<file path="src/rtl/mem_bridge.sv">
// mem_bridge: executes 8/16-bit CPU accesses as one or two byte beats on a strobe/ack memory bus.
// Optional per-beat wait timeout is enabled by defining MEM_BRIDGE_TIMEOUT_EN.
//
// state  | meaning
// IDLE   | waiting for cpu_req; request fields latched on accept
// LO     | first beat: byte at adr, wdata[7:0]
// HI     | second beat of a word: byte at adr+1, wdata[15:8]
// DONE   | one-cycle completion pulse, read result published

module mem_bridge #(
  parameter int unsigned TIMEOUT = 15
) (
  input  logic        clk,
  input  logic        rst_n,
  input  logic        cpu_req,
  input  logic        cpu_wr,
  input  logic        cpu_byte,
  input  logic [15:0] cpu_adr,
  input  logic [15:0] cpu_wdata,
  output logic        busy,
  output logic        cpu_done,
  output logic        cpu_err,
  output logic [15:0] cpu_rdata,
  output logic [15:0] mem_adr,
  output logic [7:0]  mem_dout,
  output logic        mem_rd,
  output logic        mem_wr,
  input  logic [7:0]  mem_din,
  input  logic        mem_ack
);

  localparam logic [1:0] S_IDLE = 2'd0;
  localparam logic [1:0] S_LO   = 2'd1;
  localparam logic [1:0] S_HI   = 2'd2;
  localparam logic [1:0] S_DONE = 2'd3;

  if (TIMEOUT < 1 || TIMEOUT > 255) begin : g_bad_timeout
    $error("mem_bridge: TIMEOUT must be in 1..255");
  end

  logic [1:0]  state_q, state_d;
  logic        wr_q, wr_d;
  logic        byte_q, byte_d;
  logic [15:0] adr_q, adr_d;
  logic [15:0] wdata_q, wdata_d;
  logic [7:0]  rbuf_q, rbuf_d;
  logic        cpu_done_q, cpu_done_d;
  logic        cpu_err_q, cpu_err_d;
  logic [15:0] cpu_rdata_q, cpu_rdata_d;
  logic [15:0] mem_adr_q, mem_adr_d;
  logic [7:0]  mem_dout_q, mem_dout_d;
  logic        mem_rd_q, mem_rd_d;
  logic        mem_wr_q, mem_wr_d;
  logic        beat_d;
  logic        timeout_hit;

`ifdef MEM_BRIDGE_TIMEOUT_EN
  localparam logic [7:0] TO_LAST = 8'(TIMEOUT - 1);

  logic [7:0] wait_cnt_q, wait_cnt_d;

  // Abort fires on the TIMEOUT-th unacknowledged cycle; an ack in that cycle takes priority.
  assign timeout_hit = (wait_cnt_q == TO_LAST);

  always_comb begin
    wait_cnt_d = 8'd0;
    if ((state_d == state_q) && ((state_q == S_LO) || (state_q == S_HI))) begin
      wait_cnt_d = wait_cnt_q + 8'd1;
    end
  end

  always_ff @(posedge clk or negedge rst_n) begin
    if (!rst_n) begin
      wait_cnt_q <= 8'd0;
    end else begin
      wait_cnt_q <= wait_cnt_d;
    end
  end
`else
  assign timeout_hit = 1'b0;
`endif

  always_comb begin
    state_d     = state_q;
    wr_d        = wr_q;
    byte_d      = byte_q;
    adr_d       = adr_q;
    wdata_d     = wdata_q;
    rbuf_d      = rbuf_q;
    cpu_rdata_d = cpu_rdata_q;
    cpu_err_d   = 1'b0;

    case (state_q)
      S_IDLE: begin
        if (cpu_req) begin
          wr_d    = cpu_wr;
          byte_d  = cpu_byte;
          adr_d   = cpu_adr;
          wdata_d = cpu_wdata;
          state_d = S_LO;
        end
      end
      S_LO: begin
        if (mem_ack) begin
          rbuf_d = mem_din;
          if (byte_q) begin
            state_d = S_DONE;
            if (!wr_q) cpu_rdata_d = {8'h00, mem_din};
          end else begin
            state_d = S_HI;
          end
        end else if (timeout_hit) begin
          state_d   = S_DONE;
          cpu_err_d = 1'b1;
          if (!wr_q) cpu_rdata_d = 16'hFFFF;
        end
      end
      S_HI: begin
        if (mem_ack) begin
          state_d = S_DONE;
          if (!wr_q) cpu_rdata_d = {mem_din, rbuf_q};
        end else if (timeout_hit) begin
          state_d   = S_DONE;
          cpu_err_d = 1'b1;
          if (!wr_q) cpu_rdata_d = 16'hFFFF;
        end
      end
      S_DONE: begin
        state_d = S_IDLE;
      end
      default: begin
        state_d = S_IDLE;
      end
    endcase

    cpu_done_d = (state_d == S_DONE);

    // Bus outputs are registered from the next state so they line up with the beat cycles.
    beat_d   = (state_d == S_LO) || (state_d == S_HI);
    mem_rd_d = beat_d && !wr_d;
    mem_wr_d = beat_d && wr_d;

    mem_adr_d  = mem_adr_q;
    mem_dout_d = mem_dout_q;
    if (state_d == S_LO) begin
      mem_adr_d  = adr_d;
      mem_dout_d = wdata_d[7:0];
    end else if (state_d == S_HI) begin
      mem_adr_d  = adr_q + 16'd1;
      mem_dout_d = wdata_q[15:8];
    end
  end

  always_ff @(posedge clk or negedge rst_n) begin
    if (!rst_n) begin
      state_q     <= S_IDLE;
      wr_q        <= 1'b0;
      byte_q      <= 1'b0;
      adr_q       <= 16'h0000;
      wdata_q     <= 16'h0000;
      rbuf_q      <= 8'h00;
      cpu_done_q  <= 1'b0;
      cpu_err_q   <= 1'b0;
      cpu_rdata_q <= 16'h0000;
      mem_adr_q   <= 16'h0000;
      mem_dout_q  <= 8'h00;
      mem_rd_q    <= 1'b0;
      mem_wr_q    <= 1'b0;
    end else begin
      state_q     <= state_d;
      wr_q        <= wr_d;
      byte_q      <= byte_d;
      adr_q       <= adr_d;
      wdata_q     <= wdata_d;
      rbuf_q      <= rbuf_d;
      cpu_done_q  <= cpu_done_d;
      cpu_err_q   <= cpu_err_d;
      cpu_rdata_q <= cpu_rdata_d;
      mem_adr_q   <= mem_adr_d;
      mem_dout_q  <= mem_dout_d;
      mem_rd_q    <= mem_rd_d;
      mem_wr_q    <= mem_wr_d;
    end
  end

  assign busy      = (state_q != S_IDLE);
  assign cpu_done  = cpu_done_q;
  assign cpu_err   = cpu_err_q;
  assign cpu_rdata = cpu_rdata_q;
  assign mem_adr   = mem_adr_q;
  assign mem_dout  = mem_dout_q;
  assign mem_rd    = mem_rd_q;
  assign mem_wr    = mem_wr_q;

endmodule

</file>
<file path="config.mk">
export PLATFORM = sky130hd
export DESIGN_NAME = mem_bridge
export DESIGN_NICKNAME = d
export VERILOG_FILES = /design/src/rtl/mem_bridge.sv
export SDC_FILE = /design/constraint.sdc
export NUM_CORES = 1
export LEC_CHECK = 0
export CELL_PAD_IN_SITES_DETAIL_PLACEMENT = 1
export CELL_PAD_IN_SITES_GLOBAL_PLACEMENT = 1
export CORE_ASPECT_RATIO = 0.6
export CORE_MARGIN = 1
export CORE_UTILIZATION = 42
export DETAILED_ROUTE_END_ITERATION = 6
export GPL_TIMING_DRIVEN = 0
export PLACE_DENSITY = 0.87
export SETUP_SLACK_MARGIN = 0.1
export SLEW_MARGIN = 20
export SYNTH_ARGS = -nofsm -noshare
export SYNTH_HDL_FRONTEND = slang
export SYNTH_SLANG_ARGS = --single-unit
</file>
<file path="constraint.sdc">
create_clock -name clk -period 6.6 [get_ports clk]
set_input_delay 1.98 -clock clk [delete_from_list [all_inputs] [get_ports clk]]
set_output_delay 1.98 -clock clk [all_outputs]
set_load 0.02 [all_outputs]
</file>
**Run 1: register map, names as in the netlist**

Bar = 50 um. Other sequential cells in the stronger grey, the rest of the logic in the fainter grey.
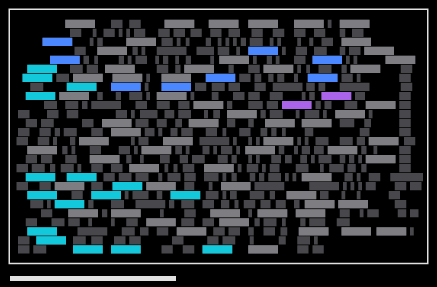
[rbuf_q] blue | sequential cells: 8
[wdata_q] cyan | sequential cells: 16
[state_q] purple | sequential cells: 2
not coloured: 61

**Run 1: cell sizes after repair**

Bar = 50 um.
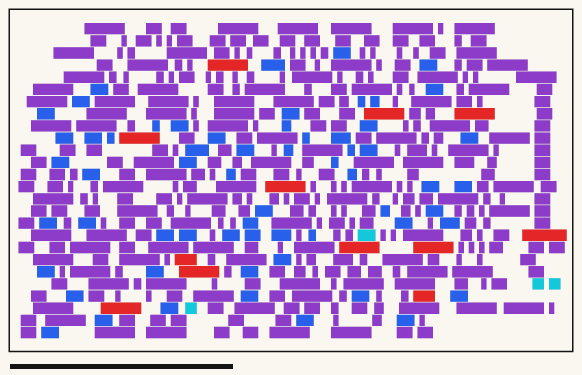
[_2 cells] blue | cells: 61 | share: 14%
[_0 and _1 cells] purple | cells: 365 | share: 83%
[_3 and _4 cells] cyan | cells: 4 | share: 0.90%
[_6 and larger] red | cells: 12 | share: 2.7%

**Run 1: the clock network**

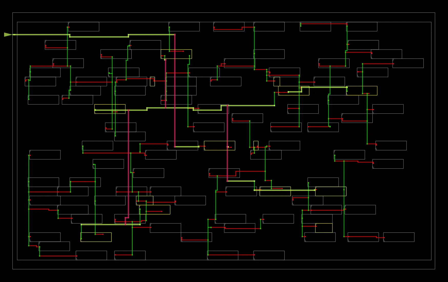
seq_cells: 87
worst skew pair latency: 340 ps
clkbuf count: 13
CTS sink cnt: 87
Power Clock: 472 uW

**Run 1: layout detail**

Region (79, 4) to (109, 34) um. Cells in grey, sequential cells in the stronger grey; small squares are vias.
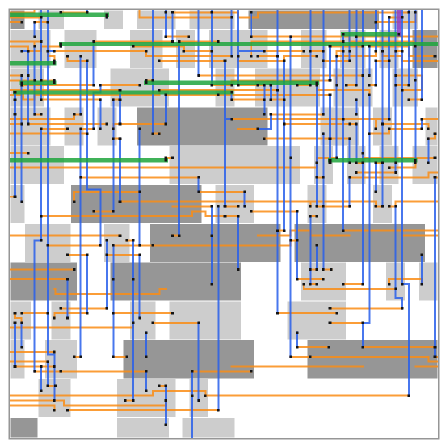
[metal 4] purple
[metal 1] orange
[metal 2] blue
[metal 3] green
netlist names of flops here include: adr_q (6), mem_adr (2)
most frequent: dfrtp_1 (8), nand2_1 (6), nor2_1 (6)
cells with their middle in the window: 50
sequential cells in the window: 8

==> results.py, run 1 <==
# Physical implementation metrics
metrics = {
    "worst_setup_path": {
        "crit_path_start_kind": "input pin",
        "cp-endpoint": "mem_adr[1]",
        "cp_max_fo": 10,
        "r2r_cells": 9,
        "reg2reg_from": "state_q[0]",
        "critPathLaunch": "mem_ack",
        "r2r-end": "mem_adr[1]",
        "rrSetupSlack_ps": 3520,
        "critPathMaxStageDelay_ps": 570,
        "cp_common_cell": "clkbuf_1",
        "crit_slowest_cell": "buf_1",
        "crit_chain": "clkdlybuf4s50_1 -> nand2_1 -> or2_2 -> clkbuf_1 -> and2_1 -> ha_1 -> clkbuf_1 -> buf_1 -> mux2i_1 -> o21ai_0",
        "critPathArrivalTime_ps": 4920,
        "worstSetupPathType": "input pin to register",
    },
    "placed_design": {
        "detailed_place_hpwl_mm": 7.85,
        "placed_cells": 540,
        "dpl-instance-area_um2": 4920,
        "portBuffers": 89,
    },
    "job": {
        "cap_violations": 0,
    },
    "sta": {
        "fin_skew_ps": 6.69,
        "period_minus_slack_ps": 4720,
        "max_slew_margin": 0.559,
        "post-route-period-util": 0.715,
        "slew_violations": 0,
        "worst-slew-pin-transition_ps": 661,
        "setup_viol": 0,
        "tns_ps": 0,
        "max_freq_ghz": 0.212,
        "hold_viol": 0,
        "rsz0062_at_grt": "false",
    },
    "layout": {
        "multiInputGateArea_um2": 1570,
        "final_area_um2": 5180,
        "antenna_cells": 0,
        "syn_to_final_growth_pct": 34.2,
        "layout-drive-gt1-share": 0.174,
    },
    "detailed_routing": {
        "ant_nets": 0,
        "via_count": 2996,
        "routedWlPerCell_um": 20.0,
        "routed_via_density": 5.41,
        "drt_iter0_drc": 117,
        "drc": 0,
    },
    "synth": {
        "async_reset_ff_frac": 1.00,
        "synth_cells": 338,
        "ys_cells": 338,
        "edf_count": 0,
        "ys_chip_area_um2": 3860,
        "syn_area_per_cell_um2": 11.4,
        "synth-main-ff-cell": "dfrtp_1",
        "ys.flops": 87,
        "synth_warnings": 0,
        "postSynthSeqShare": 0.564,
        "synthesis.area_um2": 3860,
        "syn-num-nets": 387,
    },
    "clocking": {
        "post_cts_buffers": 0,
        "clk_pin_slew_worst_paths_ps": 60,
        "hold_buffers": 0,
        "cts_buffers": 9,
        "ctsResizeCount": 0,
        "cts_tree": "done",
        "cts_max_level": 3,
        "clockBufferDepth": 2,
        "cts-root-buf": "clkbuf_16",
    },
    "hold_path": {
        "whs_path_depth": 2,
        "hold_class": "register to register",
        "hp-start": "mem_adr[4]",
    },
    "power": {
        "p_leak_nw": 2.16,
        "ir_drop_mv": 0.218,
    },
    "global_routing": {
        "grt_pass1_vias": 3245,
        "grt_overflow": 0,
        "grt_max_degree": 46,
        "use_met2": 0.410,
        "grt_pass1_wl_mm": 18.3,
        "grtUsageTotal": 0.253,
        "grt_use_met1": 0.329,
    },
    "floorplan": {
        "rows": 26,
        "ios": 91,
        "fp_util": 0.443,
        "die_area_um2": 9590,
        "die_y_um": 76.3,
    },
    "status": {
        "status": "complete, no violations",
    },
}
## run 1: state kept, by name (all words and copies together) (netlist names)
name and count:
adr_q 16, cpu_rdata 16, mem_adr 16, wdata_q 16
mem_dout 8, rbuf_q 8, state_q 2, byte_q 1
cpu_done 1, mem_rd 1, mem_wr 1, wr_q 1
## run 1: layout make-up
cell class              instances  area share
clock inverters                 1    0.000966
clock buffers                  13      0.0502
well taps                     112      0.0270
flip-flops and latches         87       0.420
multi-input cells             226       0.304
repair buffers                 90       0.177
plain buffers                  20      0.0174
inverters                       5     0.00362
## run 1: worst max-delay path: cells and delay by family
kind,cells,cell delay [ps]
adder cells (fa/ha/maj),1,230
AND-OR/OR-AND,1,90
buffers and inverters,4,1880
multiplexers,1,270
AND/OR/NAND/NOR,3,460
## run 1: where the power goes
part | switching (mW) | internal [mW] | total (mW)
registers | 0.183 | 0.815 | 0.998
clock network | 0.201 | 0.271 | 0.472
logic | 0.841 | 0.658 | 1.50
## run 1: per-layer routing
metal	wire, um	share of wire
met1	5030	0.45
met2	5270	0.48
met3	609	0.055
met4	184	0.017
met5	0	0
## run 1: through the flow
stage | utilization | power (mW) | hold WS (ps) | setup WS (ps)
after detailed placement | 0.564 | 2.49 | 463 | 1540
after floorplan | - | 1.88 | 472 | 2800
after CTS | 0.594 | 2.99 | 480 | 1890
after global placement | 0.561 | 2.40 | 466 | 300
after global routing | 0.594 | 3.15 | 496 | 1660
final | 0.594 | 2.97 | 475 | 1880
## run 1: synth_stat cells (3+ instances only)
cell	number	area share
a211oi_1	3	0.0058
and2_1	3	0.0049
buf_2	6	0.0078
clkbuf_1	10	0.0097
dfrtp_1	87	0.56
ha_1	3	0.0097
inv_1	5	0.0049
mux2_2	40	0.12
mux2i_1	18	0.047
nand2_1	59	0.057
nand4_1	3	0.0049
nor2_1	13	0.013
nor2b_1	3	0.0049
nor3_1	4	0.0052
o21ai_0	29	0.038
o21ai_1	3	0.0039
o221ai_1	3	0.0068
o31ai_1	4	0.0078
or2_2	4	0.0065
xnor2_1	4	0.0091
xor2_1	4	0.0091
## run 1: layout by cell type, fill, tap and decap left out, types with 3 or more instances in the layout
| master | count |
|---|---|
| xor2_1 | 4 |
| inv_1 | 5 |
| o221ai_1 | 3 |
| nand4_1 | 3 |
| nor2b_1 | 3 |
| nand2_1 | 59 |
| clkbuf_16 | 9 |
| or2_2 | 4 |
| mux2i_1 | 18 |
| a211oi_1 | 3 |
| clkbuf_1 | 12 |
| o31ai_1 | 4 |
| mux2_2 | 40 |
| o21ai_1 | 3 |
| o21ai_0 | 29 |
| dfrtp_1 | 87 |
| xnor2_1 | 4 |
| and2_1 | 3 |
| buf_4 | 3 |
| nor2_1 | 13 |
| ha_1 | 3 |
| nor3_1 | 4 |
| buf_2 | 6 |
| clkdlybuf4s50_1 | 88 |
## run 1: cell families (layout without fill, tap and decap cells)
kind of cell | count (synthesis) | count (layout) | synth area share
other cells | 1 | 1 | 0.000972
xor+xnor | 8 | 8 | 0.0182
compound gates | 55 | 55 | 0.0937
simple gates | 101 | 101 | 0.122
flops | 87 | 87 | 0.564
buf+inv | 25 | 129 | 0.0282
fa+ha+maj | 3 | 3 | 0.00973
mux | 58 | 58 | 0.163
## Run 2: what changed since run 1
- CORE_UTILIZATION: 42 -> 35
- PLACE_DENSITY: 0.87 -> 0.78
- clock period: 6.6 -> 4.31 ns (I/O delays scaled with it)
**Run 2: register map, names as in the netlist**

Bar = 50 um. Other sequential cells in the stronger grey, the rest of the logic in the fainter grey.
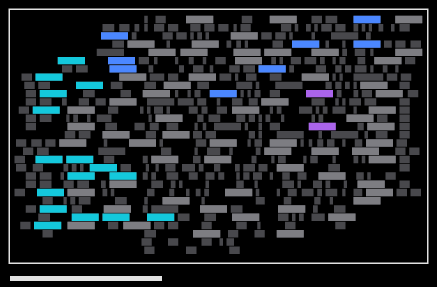
[rbuf_q] blue | sequential cells: 8
[wdata_q] cyan | sequential cells: 16
[state_q] purple | sequential cells: 2
not coloured: 61

==> run 2 against run 1 <==
First-iteration DRC count shrank 2.6%. Via count shrank 2.6%. Sequential power grew 53%. Flip-flop count is the same. Global-route usage shrank 4.7 points. Synthesized cell count is the same. Design area grew 0.89%. Wire length shrank 1.3%. Critical path depth is the same. Sequential share of layout area shrank 0.37 points. Critical path type unchanged. Largest power group unchanged.
==> results.py, run 2 <==
# Physical implementation metrics
metrics = {
    "job": {
        "cap_violations": 0,
    },
    "synth": {
        "ys_cells": 338,
        "postSynthSeqShare": 0.564,
        "yosysMostFrequentCell": "dfrtp_1",
        "edf_count": 0,
        "synth_cells": 338,
        "largest_area_cell": "dfrtp_1",
        "synth-main-ff-cell": "dfrtp_1",
        "ys_chip_area_um2": 3860,
        "synth_top_area_share": 0.564,
        "ys.flops": 87,
        "top_cells_by_count": "87 x dfrtp_1, 59 x nand2_1, 40 x mux2_2, 29 x o21ai_0, 18 x mux2i_1",
        "synthesis.area_um2": 3860,
        "async_reset_ff_frac": 1.00,
    },
    "layout": {
        "syn_to_final_growth_pct": 35.4,
        "antenna_cells": 0,
        "final_common_cell": "clkdlybuf4s50_1",
        "layout-drive-gt1-share": 0.178,
        "lay_top_cells": "88 x clkdlybuf4s50_1, 87 x dfrtp_1, 59 x nand2_1",
    },
    "clocking": {
        "clkLatencyLatePin_ps": 340,
        "clk_pin_slew_worst_paths_ps": 60,
        "cts_max_level": 3,
        "hold_buffers": 0,
        "cts-root-buf": "clkbuf_16",
        "post_cts_buffers": 0,
        "ctsResizeCount": 0,
        "clockBufferDepth": 2,
        "cts_sinks": 87,
    },
    "sta": {
        "whs_ps": 484,
        "worst-slew-pin-transition_ps": 644,
        "rsz0062_at_grt": "false",
        "slew_violations": 0,
        "post-route-period-util": 0.946,
        "max_freq_ghz": 0.245,
        "fin_skew_ps": 6.09,
        "hold_viol": 0,
        "setup_viol": 0,
        "tns_ps": 0,
    },
    "worst_setup_path": {
        "crit_slowest_cell": "buf_1",
        "cp_max_fo": 10,
        "crit_path_start_kind": "input pin",
        "cp_num_buf_inv": 4,
        "r2r_cells": 9,
        "critPathArrivalTime_ps": 4270,
        "crit_chain": "clkdlybuf4s50_1 -> nand2_1 -> or2_2 -> clkbuf_1 -> and2_1 -> ha_1 -> clkbuf_1 -> buf_1 -> mux2i_1 -> o21ai_0",
        "reg2reg_from": "state_q[0]",
        "critPathTopFamily": "buffers and inverters",
        "cp_common_cell": "clkbuf_1",
        "r2r-end": "mem_adr[1]",
        "rrSetupSlack_ps": 1250,
    },
    "power": {
        "ir_drop_mv": 0.367,
        "p_leak_nw": 2.17,
    },
    "detailed_routing": {
        "drt_iter0_drc": 114,
        "routed_via_density": 5.01,
        "via_count": 2919,
        "ant_nets": 0,
    },
    "floorplan": {
        "ios": 91,
        "rows": 29,
    },
    "status": {
        "status": "complete, no violations",
    },
    "global_routing": {
        "grt_pass1_vias": 3202,
        "grt_overflow": 0,
        "grt_pass1_wl_mm": 17.5,
    },
    "hold_path": {
        "whs_path_depth": 2,
        "hp-start": "cpu_rdata[13]",
        "hold_class": "register to register",
    },
    "placed_design": {
        "detailed_place_hpwl_mm": 8.04,
        "portBuffers": 89,
        "placed_cells": 567,
    },
}
==> run 2: cell types whose count changed in the layout (fill, tap and decap cells not counted) <==
| cell | change |
|---|---|
| clkinv_2 | +1 |
| clkinvlp_4 | +1 |
==> run 2: how the worst max path moves through the flow <==
stage	start	to	slack (ps)	cells past startpoint
after floorplan	mem_ack	mem_adr[8]	1200	9
after global placement	rst_n	wdata_q[7]	-1260	1
after detailed placement	mem_ack	mem_adr[1]	-40	10
after CTS	mem_ack	mem_adr[1]	280	10
after global routing	mem_ack	mem_adr[1]	130	10
final	mem_ack	mem_adr[1]	230	10
==> run 2: worst reg2reg max path, cell delays in order (launching register included) <==
cell	delay, ps
dfrtp_1	440
nand2_1	120
or2_2	120
clkbuf_1	460
and2_1	240
ha_1	230
clkbuf_1	370
buf_1	550
mux2i_1	260
o21ai_0	120
==> run 2: power breakdown <==
part | total [mW] | internal [mW] | switching [mW]
Sequential | 1.53 | 1.25 | 0.282
Clock | 0.741 | 0.421 | 0.320
Combinational | 2.28 | 1.01 | 1.27
Total | 4.55 | 2.68 | 1.87
==> run 2: stage by stage <==
stage | setup slack (ps) | area (um^2) | total power, mW
after floorplan | 1200 | 3860 | 2.89
after global placement | -1260 | 4920 | 3.69
after detailed placement | -41.6 | 4950 | 3.82
after CTS | 280 | 5230 | 4.60
after global routing | 128 | 5230 | 4.85
final | 233 | 5230 | 4.55
==> run 2: layout make-up <==
class	instances	area (um^2)
multi-input combinational	226	1570
fill	1127	5400
clock buffer	13	260
buffer	20	90.1
sequential	87	2180
timing repair buffer	90	916
tap	139	174
inverter	5	18.8
clock inverter	3	17.5
==> run 2: kinds of logic (layout without fill, tap and decap cells) <==
group           after synthesis  in the layout  synth area share
mux                          58             58             0.163
buf+inv                      25            131            0.0282
compound gates               55             55            0.0937
flops                        87             87             0.564
simple gates                101            101             0.122
fa+ha+maj                     3              3           0.00973
other cells                   1              1          0.000972
xor+xnor                      8              8            0.0182
==> run 2: metal layers <==
metal  vias up  track usage  wire length (um)
met5         -            0                 0
met4         0       0.0539               107
met3         9       0.0623               639
met2        65        0.309              4900
met1      1469        0.286              5300
li1       1376            -                 -
## Run 3: what changed since run 2
- CAP_MARGIN: not set -> 15
- CTS_CLUSTER_DIAMETER: not set -> 200
**Run 3: layout detail**

Region (88, 6) to (118, 36) um. Cells in grey, sequential cells in the stronger grey; small squares are vias.
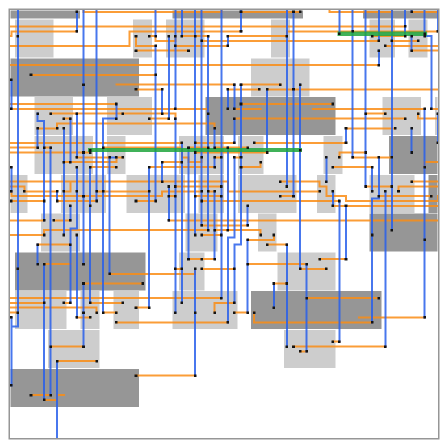
[metal 3] green
[metal 1] orange
[metal 2] blue
cells with their middle in the window: 39
most frequent: dfrtp_1 (6), mux2_2 (5), nor2_1 (5)
netlist names of flops here include: adr_q (4), mem_adr (2)
sequential cells in the window: 6

==> run 3 against run 2 <==
Non-clock buffer count unchanged. First-iteration DRC count stayed put. Synthesized cell count is the same. Clock skew did not move. Critical endpoint unchanged. Largest cell class unchanged.
==> results.py, run 3 <==
# Physical implementation metrics
metrics = {
    "clocking": {
        "cts-root-buf": "clkbuf_16",
        "cts_sinks": 87,
        "post_cts_buffers": 0,
        "clk_pin_slew_worst_paths_ps": 60,
        "clockBufferDepth": 2,
        "hold_buffers": 0,
        "ctsResizeCount": 0,
        "cts_buffers": 9,
        "clkLatencyLatePin_ps": 340,
        "cts_tree": "done",
        "cts_max_level": 3,
    },
    "worst_setup_path": {
        "rrSetupSlack_ps": 1250,
        "crit_path_start_kind": "input pin",
        "cp_common_cell": "clkbuf_1",
        "cp_max_fo": 10,
        "worstSetupPathType": "input pin to register",
        "reg2reg_from": "state_q[0]",
        "r2r-end": "mem_adr[1]",
        "critPathMaxStageDelay_ps": 550,
        "r2r_cells": 9,
        "critPathArrivalTime_ps": 4270,
        "crit_chain": "clkdlybuf4s50_1 -> nand2_1 -> or2_2 -> clkbuf_1 -> and2_1 -> ha_1 -> clkbuf_1 -> buf_1 -> mux2i_1 -> o21ai_0",
        "crit_slowest_cell": "buf_1",
    },
    "synth": {
        "synth_top_area_share": 0.564,
        "postSynthSeqShare": 0.564,
        "ys.flops": 87,
        "syn_area_per_cell_um2": 11.4,
        "synthesis.area_um2": 3860,
        "syn-num-nets": 387,
        "ys_chip_area_um2": 3860,
        "largest_area_cell": "dfrtp_1",
        "top_cells_by_count": "87 x dfrtp_1, 59 x nand2_1, 40 x mux2_2, 29 x o21ai_0, 18 x mux2i_1",
        "area_leaders": "dfrtp_1 56%, mux2_2 12%, nand2_1 5.7%, mux2i_1 4.7%, o21ai_0 3.8%",
        "synth_warnings": 0,
        "synth-main-ff-cell": "dfrtp_1",
        "ys_cells": 338,
        "yosysMostFrequentCell": "dfrtp_1",
        "edf_count": 0,
        "synth_cells": 338,
    },
    "sta": {
        "slew_violations": 0,
        "whs_ps": 484,
        "rsz0062_at_grt": "false",
        "post-route-period-util": 0.946,
        "max_freq_ghz": 0.245,
        "setup_viol": 0,
        "period_minus_slack_ps": 4080,
        "hold_viol": 0,
        "fin_skew_ps": 6.09,
        "max_slew_margin": 0.571,
        "tns_ps": 0,
        "worst-slew-pin-transition_ps": 644,
    },
    "hold_path": {
        "hp-start": "cpu_rdata[13]",
        "hold_class": "register to register",
        "whs_path_depth": 2,
    },
    "layout": {
        "final_area_um2": 5230,
        "lay_top_cells": "88 x clkdlybuf4s50_1, 87 x dfrtp_1, 59 x nand2_1",
        "final_common_cell": "clkdlybuf4s50_1",
        "antenna_cells": 0,
        "syn_to_final_growth_pct": 35.4,
        "layout-drive-gt1-share": 0.178,
    },
    "detailed_routing": {
        "wl_mm": 11.0,
        "routed_via_density": 5.01,
        "drc": 0,
        "via_count": 2919,
        "ant_nets": 0,
        "routedWlPerCell_um": 18.8,
        "drt_iter0_drc": 114,
    },
    "placed_design": {
        "portBuffers": 89,
        "dpl-instance-area_um2": 4950,
        "detailed_place_hpwl_mm": 8.04,
        "placed_cells": 567,
    },
    "power": {
        "p_sw_frac": 0.412,
        "seqPwrFrac": 0.336,
        "netSwitchingPower_mw": 1.87,
        "clockPowerShare": 0.163,
        "p_leak_nw": 2.17,
        "p_int_mw": 2.68,
        "p_per_area_nw_per_um2": 870,
        "ir_drop_mv": 0.367,
    },
    "floorplan": {
        "rows": 29,
        "die_area_um2": 11500,
        "ios": 91,
        "die_y_um": 83.3,
        "fp_util": 0.363,
    },
    "global_routing": {
        "grtUsageTotal": 0.205,
        "grt_pass1_wl_mm": 17.5,
        "grt_pass1_vias": 3202,
        "grt_overflow": 0,
    },
    "status": {
        "status": "complete, no violations",
    },
    "job": {
        "cap_violations": 0,
    },
}
==> run 3: cell counts after synthesis <==
No cell type changed its count.
==> run 3: worst max-delay path, delay by kind of cell <==
kind                       cells  cell delay, ps
muxes                          1             260
buffers and inverters          4            1860
AOI/OAI and AO/OA              1             120
adders and majority gates      1             230
and+or+nand+nor                3             500
==> run 3: how the worst max path moves through the flow <==
| stage | cells past startpoint | to | start |
|---|---|---|---|
| finish | 10 | mem_adr[1] | mem_ack |
| global route | 10 | mem_adr[1] | mem_ack |
| detailed placement | 10 | mem_adr[1] | mem_ack |
| floorplan | 9 | mem_adr[8] | mem_ack |
| CTS | 10 | mem_adr[1] | mem_ack |
| global placement | 1 | wdata_q[7] | rst_n |
==> run 3: cell families (layout without fill, tap and decap cells) <==
family / after synthesis / in the layout / synth area share
XOR/XNOR: 8 / 8 / 0.0182
other: 1 / 1 / 0.000972
multiplexers: 58 / 58 / 0.163
flip-flops: 87 / 87 / 0.564
AND-OR/OR-AND: 55 / 55 / 0.0937
AND/OR/NAND/NOR: 101 / 101 / 0.122
adder cells (fa/ha/maj): 3 / 3 / 0.00973
buffers and inverters: 25 / 131 / 0.0282
==> run 3: layer usage <==
layer  vias up  track usage  wire length, um
met1      1469        0.286             5300
li1       1376            -                -
met2        65        0.309             4900
met5         -            0                0
met4         0       0.0539              107
met3         9       0.0623              639
==> run 3: power groups by stage <==
stage	sequential, mW	combinational, mW	clock, mW
floorplan	1.70	1.19	0
global placement	1.51	2.18	0
detailed placement	1.54	2.28	0
CTS	1.53	2.30	0.759
global route	1.58	2.49	0.785
finish	1.53	2.28	0.741
==> run 3: layout make-up <==
class	count	area, um^2	share of cell area
Multi-Input combinational cell	226	1570	0.301
Buffer	20	90.1	0.0172
Inverter	5	18.8	0.00359
Sequential cell	87	2180	0.416
Clock buffer	13	260	0.0498
Clock inverter	3	17.5	0.00335
Timing Repair Buffer	90	916	0.175
Tap cell	139	174	0.0333
==> run 3: stage by stage <==
stage / worst slack [ps] / power (mW)
after global routing: 128 / 4.85
after floorplan: 1200 / 2.89
final: 233 / 4.55
after CTS: 280 / 4.60
after global placement: -1260 / 3.69
after detailed placement: -41.6 / 3.82

==> screenshots <==
Clock wires, drivers and flops.
Bar = 50 um.
shot_01.png
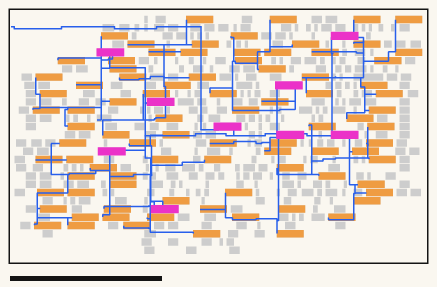
shot_02.png
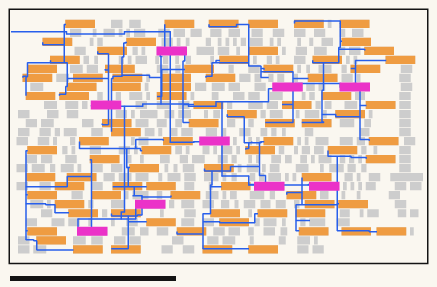
Of these, largest die: shot_01.png
Run 3 is shot_01.png.
Run 1 is shot_02.png.

Key to shot_01.png:
[flip-flops] orange | count: 87
[clock drivers] magenta | count: 9
[clock wires] blue | length: 1230 um
routed clock nets: 10
flops lie: spread over the die

Power figures rest on the tool's default switching activity, not on a simulated workload.
